===== src/rtl/proc_context_ctrl.sv =====
// rtl/proc_context_ctrl.sv - per-process context table with stall-sequenced process switching
//
// Purpose:
//   Consumer end of the memory-stage control pipeline. Holds a context table of
//   NUM_PROCS x NUM_REGS words and serves process-register reads and writes. It
//   also sequences a process switch: the request is accepted in RUN, the pipeline
//   drains for SWITCH_CYCLES cycles, and the new process id is committed.
//
// Optional feature:
//   QUANTUM_TIMER_EN - when defined, a time-slice counter raises preempt_req_out
//   after QUANTUM run cycles. When undefined, preempt_req_out is tied low.
//
// Ports:
//   clk                      rising-edge clock
//   rst_n                    asynchronous active-low reset
//   exec_process_in          request a switch to proc_id_in
//   select_proc_reg_write_in write wr_data_in to ctx[proc_id_in][reg_idx_in]
//   select_proc_reg_read_in  read ctx[proc_id_in][reg_idx_in]
//   proc_id_in               target process
//   reg_idx_in               context word index
//   wr_data_in               write data
//   rd_data_out              read data, held until the next read
//   rd_valid_out             one-cycle pulse, read data valid
//   stall_out                upstream must hold its inputs stable
//   cur_pid_out              currently executing process
//   switch_done_out          one-cycle pulse, switch committed
//   preempt_req_out          time slice expired (level)

module proc_context_ctrl #(
    parameter int DATA_W        = 32,
    parameter int NUM_PROCS     = 4,
    parameter int NUM_REGS      = 16,
    parameter int SWITCH_CYCLES = 3,
    parameter int QUANTUM       = 1000
) (
    input  logic                         clk,
    input  logic                         rst_n,
    input  logic                         exec_process_in,
    input  logic                         select_proc_reg_write_in,
    input  logic                         select_proc_reg_read_in,
    input  logic [$clog2(NUM_PROCS)-1:0] proc_id_in,
    input  logic [$clog2(NUM_REGS)-1:0]  reg_idx_in,
    input  logic [DATA_W-1:0]            wr_data_in,
    output logic [DATA_W-1:0]            rd_data_out,
    output logic                         rd_valid_out,
    output logic                         stall_out,
    output logic [$clog2(NUM_PROCS)-1:0] cur_pid_out,
    output logic                         switch_done_out,
    output logic                         preempt_req_out
);

    localparam int PW    = $clog2(NUM_PROCS);
    localparam int RW    = $clog2(NUM_REGS);
    localparam int DEPTH = NUM_PROCS * NUM_REGS;
    localparam int DW    = (SWITCH_CYCLES > 1) ? $clog2(SWITCH_CYCLES) : 1;
    localparam logic [DW-1:0] DRAIN_LAST = DW'(SWITCH_CYCLES - 1);

    typedef enum logic [1:0] {
        S_RUN    = 2'd0,
        S_DRAIN  = 2'd1,
        S_COMMIT = 2'd2
    } state_t;

    state_t              r_state;
    logic [DW-1:0]       r_drain_cnt;
    logic [PW-1:0]       r_pend_pid;
    logic [PW-1:0]       r_cur_pid;
    logic                r_switch_done;
    logic [DATA_W-1:0]   r_rd_data;
    logic                r_rd_valid;
    logic [DATA_W-1:0]   r_ctx [DEPTH];

    logic                w_run;
    logic [PW+RW-1:0]    w_addr;

    assign w_run  = (r_state == S_RUN);
    assign w_addr = {proc_id_in, reg_idx_in};

    // Stall is raised in the very cycle the switch is requested so upstream
    // holds its inputs before the FSM has even left RUN.
    assign stall_out       = !w_run || exec_process_in;
    assign cur_pid_out     = r_cur_pid;
    assign switch_done_out = r_switch_done;
    assign rd_data_out     = r_rd_data;
    assign rd_valid_out    = r_rd_valid;

    // Switch sequencer. The target pid is captured on entry to DRAIN so later
    // changes of proc_id_in cannot redirect a switch already in flight.
    always_ff @(posedge clk or negedge rst_n) begin
        if (!rst_n) begin
            r_state       <= S_RUN;
            r_drain_cnt   <= '0;
            r_pend_pid    <= '0;
            r_cur_pid     <= '0;
            r_switch_done <= 1'b0;
        end else begin
            r_switch_done <= 1'b0;
            case (r_state)
                S_RUN: begin
                    if (exec_process_in) begin
                        r_state     <= S_DRAIN;
                        r_drain_cnt <= '0;
                        r_pend_pid  <= proc_id_in;
                    end
                end
                S_DRAIN: begin
                    if (r_drain_cnt == DRAIN_LAST) begin
                        r_state <= S_COMMIT;
                    end else begin
                        r_drain_cnt <= r_drain_cnt + 1'b1;
                    end
                end
                S_COMMIT: begin
                    r_state       <= S_RUN;
                    r_cur_pid     <= r_pend_pid;
                    r_switch_done <= 1'b1;
                end
                default: begin
                    r_state <= S_RUN;
                end
            endcase
        end
    end

    // Context table is deliberately not reset: process state survives a reset
    // of the sequencer.
    always_ff @(posedge clk) begin
        if (w_run && select_proc_reg_write_in) begin
            r_ctx[w_addr] <= wr_data_in;
        end
    end

    // The read samples the array at the same edge the write lands, so a
    // same-address read/write returns the old word.
    always_ff @(posedge clk or negedge rst_n) begin
        if (!rst_n) begin
            r_rd_data  <= '0;
            r_rd_valid <= 1'b0;
        end else begin
            r_rd_valid <= w_run && select_proc_reg_read_in;
            if (w_run && select_proc_reg_read_in) begin
                r_rd_data <= r_ctx[w_addr];
            end
        end
    end

`ifdef QUANTUM_TIMER_EN
    localparam int QW = $clog2(QUANTUM);
    localparam logic [QW-1:0] Q_LAST = QW'(QUANTUM - 1);

    logic [QW-1:0] r_quantum_cnt;
    logic          r_preempt;

    // Counter saturates at QUANTUM-1 and the request stays up until the next
    // switch commits, so the scheduler cannot miss it.
    always_ff @(posedge clk or negedge rst_n) begin
        if (!rst_n) begin
            r_quantum_cnt <= '0;
            r_preempt     <= 1'b0;
        end else if (r_state == S_COMMIT) begin
            r_quantum_cnt <= '0;
            r_preempt     <= 1'b0;
        end else if (w_run) begin
            if (r_quantum_cnt == Q_LAST) begin
                r_preempt <= 1'b1;
            end else begin
                r_quantum_cnt <= r_quantum_cnt + 1'b1;
            end
        end
    end

    assign preempt_req_out = r_preempt;
`else
    assign preempt_req_out = 1'b0;
`endif

endmodule

===== config.mk =====
export PLATFORM = sky130hd
export DESIGN_NAME = proc_context_ctrl
export DESIGN_NICKNAME = d
export VERILOG_FILES = /design/src/rtl/proc_context_ctrl.sv
export SDC_FILE = /design/constraint.sdc
export NUM_CORES = 2
export LEC_CHECK = 0
export CORE_MARGIN = 8
export CORE_UTILIZATION = 35
export CTS_CLUSTER_SIZE = 20
export DETAILED_ROUTE_END_ITERATION = 10
export RECOVER_POWER = 25
export SLEW_MARGIN = 30
export SYNTH_ARGS = -nofsm -noshare
export SYNTH_HDL_FRONTEND = slang
export SYNTH_SLANG_ARGS = --single-unit

===== constraint.sdc =====
create_clock -name clk -period 3.4 [get_ports clk]
set_input_delay 0.68 -clock clk [delete_from_list [all_inputs] [get_ports clk]]
set_output_delay 0.68 -clock clk [all_outputs]
set_load 0.03 [all_outputs]

==> reports/summary.txt <==
Top post-synthesis cells by count: sky130_fd_sc_hd__edfxtp_1 (2048), sky130_fd_sc_hd__mux2i_1 (306), sky130_fd_sc_hd__a221oi_1 (207)
Leakage Power: 31.1 nW
Placed inst area: 89800 sq um
First-pass GRT wire length: 373000 um
Delay of the slowest cell on the worst path: 0.80 ns
Layout overhead on the synthesized area: 20.1%
Warning total across the stage logs: 28
Worst-margin pin slew: 3.24 ns
Synth Seq Share: 77.8%
Largest area contributor in the netlist: sky130_fd_sc_hd__edfxtp_1
Net Switching: 13.9 mW
Unique cell type count in the Yosys netlist: 70
Hold path start: wr_data_in[28]
Critical Path Fanout Max: 3
Floorplan Utilization: 35.1%
Wire length on met3: 30800 um
Synthesized area divided by synthesized cell count: 18.8 sq um
Outcome: finished with violations
Clk network pwr share: 40.3%
Worst setup endpoint: rd_data_out[12]
Met3 Resource Use GR: 5.00%
Crit Reg-Reg Startpoint: r_state[1]
Critical path data required time: 2.72 ns
DRC marker count from the first detailed-route iteration: 7232
Die Footprint: 245000 sq um
Total length of routed met2 wires: 123000 um
Met2 routing resource usage after global routing: 32.9%
Number of ordinary inverters in the final layout: 8
Tap cell count: 3026
Clock-pin slew reported for the worst setup and hold paths after clock tree synthesis: 0.06 ns
Nets@finish: 4806
Detail Route Antenna Nets: 0
Final Critical Period: 3.06 ns
Floorplan die height: 495 um
Reg2Reg Capture Point: rd_data_out[13]
Maximum buffer depth of the clock tree: 3
Worst min-delay path class: in -> reg
Multi-input gate share of total cell area: 17.3%
Summed standard-cell area reported by yosys: 80400 sq um
Share of the core filled with cells in the final layout: 42.1%
Arrival time worst endpoint: 2.38 ns
Clock tree from TritonCTS: yes
Footprint of the flip-flops and latches: 62600 sq um
Area occupied by multi-input gates: 16700 sq um
Final cell count without fillers: 7973
Worst path cell trace: clkdlybuf4s50_1
Cell Pwr Density: 594 nW/um^2
Proportion of cell area occupied by registers: 64.7%
Slack of the critical path: 0.341 ns
Most used routing layer in global routing: met2
Largest type area fraction: 76.5%
Die span in x: 495 um
Number of antenna cells inserted: 8
Worst rel slew slack: -116%
DR top layer: met5
Largest register by flop count: r_ctx
YS warnings: 0
Most frequent logic cells in the routed design: sky130_fd_sc_hd__edfxtp_1 (2048), sky130_fd_sc_hd__buf_4 (315), sky130_fd_sc_hd__mux2i_1 (306)
Aggregate negative setup slack: 0 ns
Most used flip-flop cell: sky130_fd_sc_hd__edfxtp_1
Post-layout period usage of the worst path: 90.0%
Cell with the most instances after synthesis: sky130_fd_sc_hd__edfxtp_1
Fin area: 96600 sq um
Placed Cells incl. Taps: 7579
Worst vdd ir: 559 uV
Post-CTS setup repair buffer count: 0
Yosys stat cell total: 4272
Net switching share of the total power: 24.2%
Nature of the critical path endpoint: output pin
Failing checks: capacitance limit, slew limit
Hold Slack: 0.431 ns
CP bufs+invs: 1
Startpoint type of the worst setup path: register
GRT Overall Usage: 21.5%
Core Rows: 176
Pwr Total: 57.4 mW
Total length of routed wires: 272000 um
Internal: 43.5 mW
I/O Pins: 81
Worst Hold Depth: 1
Final number of max-transition violations: 886
Crit-path leading delay family: buffers and inverters
Post-synth tally of flip-flops with integrated enable: 2048
Root buf cell: sky130_fd_sc_hd__clkbuf_16
Crit path from: rd_data_out[12]
Number of vias in the routed layout: 47627
Pre-CTS worst setup slack: -0.333 ns
Maxcap violations: 18
Floorplan Nets: 4316
RSZ-0062 raised after global routing: false
Average via count per standard cell: 5.97
Gp weighted congestion: 0.906
WS Path Type: reg -> out
Syn Std Cell Area: 80400 sq um
Number of sinks handled by clock tree synthesis: 2090
Wire per inst: 34.1 um
Fraction of registers with async set or reset after synthesis: 2.01%
Area contributors post-synth: sky130_fd_sc_hd__edfxtp_1 (76%), sky130_fd_sc_hd__mux2i_1 (3.8%), sky130_fd_sc_hd__mux4_2 (3.4%)
Depth of the worst register-to-register path: 8
Critical-path top delay cell: sky130_fd_sc_hd__clkdlybuf4s50_1
Fraction of power consumed by sequential logic: 50.9%
DRC violation count after routing: 0
Number of antenna violations at the first check in global routing: 24
cell families after synthesis:
kind of cell	after synthesis	share of synthesized area, %
AOI/OAI and AO/OA	912	8.26
adders and majority gates	1	0.0156
DFF	2090	77.8
buffers and inverters	306	2.12
other	1	0.00466
muxes	617	9.88
and+or+nand+nor	345	1.94
power by group through the flow:
stage | Clock, mW | Sequential, mW | Combinational [mW]
2_1_floorplan | 0 | 29.7 | 1.86
3_3_place_gp | 0 | 29.8 | 4.87
6_report | 23.1 | 29.2 | 5.00
5_1_grt | 24.3 | 29.2 | 5.17
4_1_cts | 23.3 | 29.2 | 4.94
3_5_place_dp | 0 | 29.8 | 4.93
what timing repair did:
| action | 4_1_cts | 5_1_grt |
|---|---|---|
| gates resized | 0 | 0 |
| endpoints found under the hold margin | 39 | 0 |
| hold buffers | 1 | 0 |
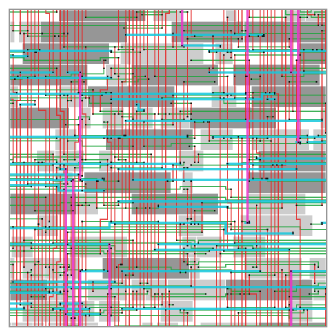
Figure 1: a small window of the routed layout.
Region (228, 228) to (268, 268) um. Cells in grey, sequential cells in the stronger grey; small squares are vias.
[magenta] M4
[red] M2
[cyan] M3
[green] M1
cells with their middle in the window: 71
sequential cells in the window: 20
netlist names of flops here include: r_ctx (19), rd_data_out (1)
most frequent: edfxtp_1 (19), buf_4 (11), a221oi_1 (6)

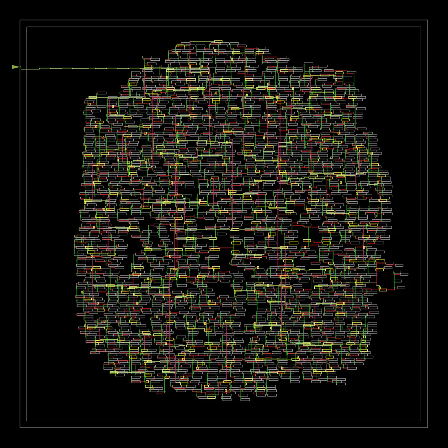
Figure 2: clock routing.
sequential cell count: 2090
total clock buffers created by CTS: 205
Clock Skew: 0.0564 ns
number of clock buffers in the layout: 274
Clk Latency, worst-skew pair: 0.88 ns

No activity file was given, so power comes from the tool's default toggle rates.
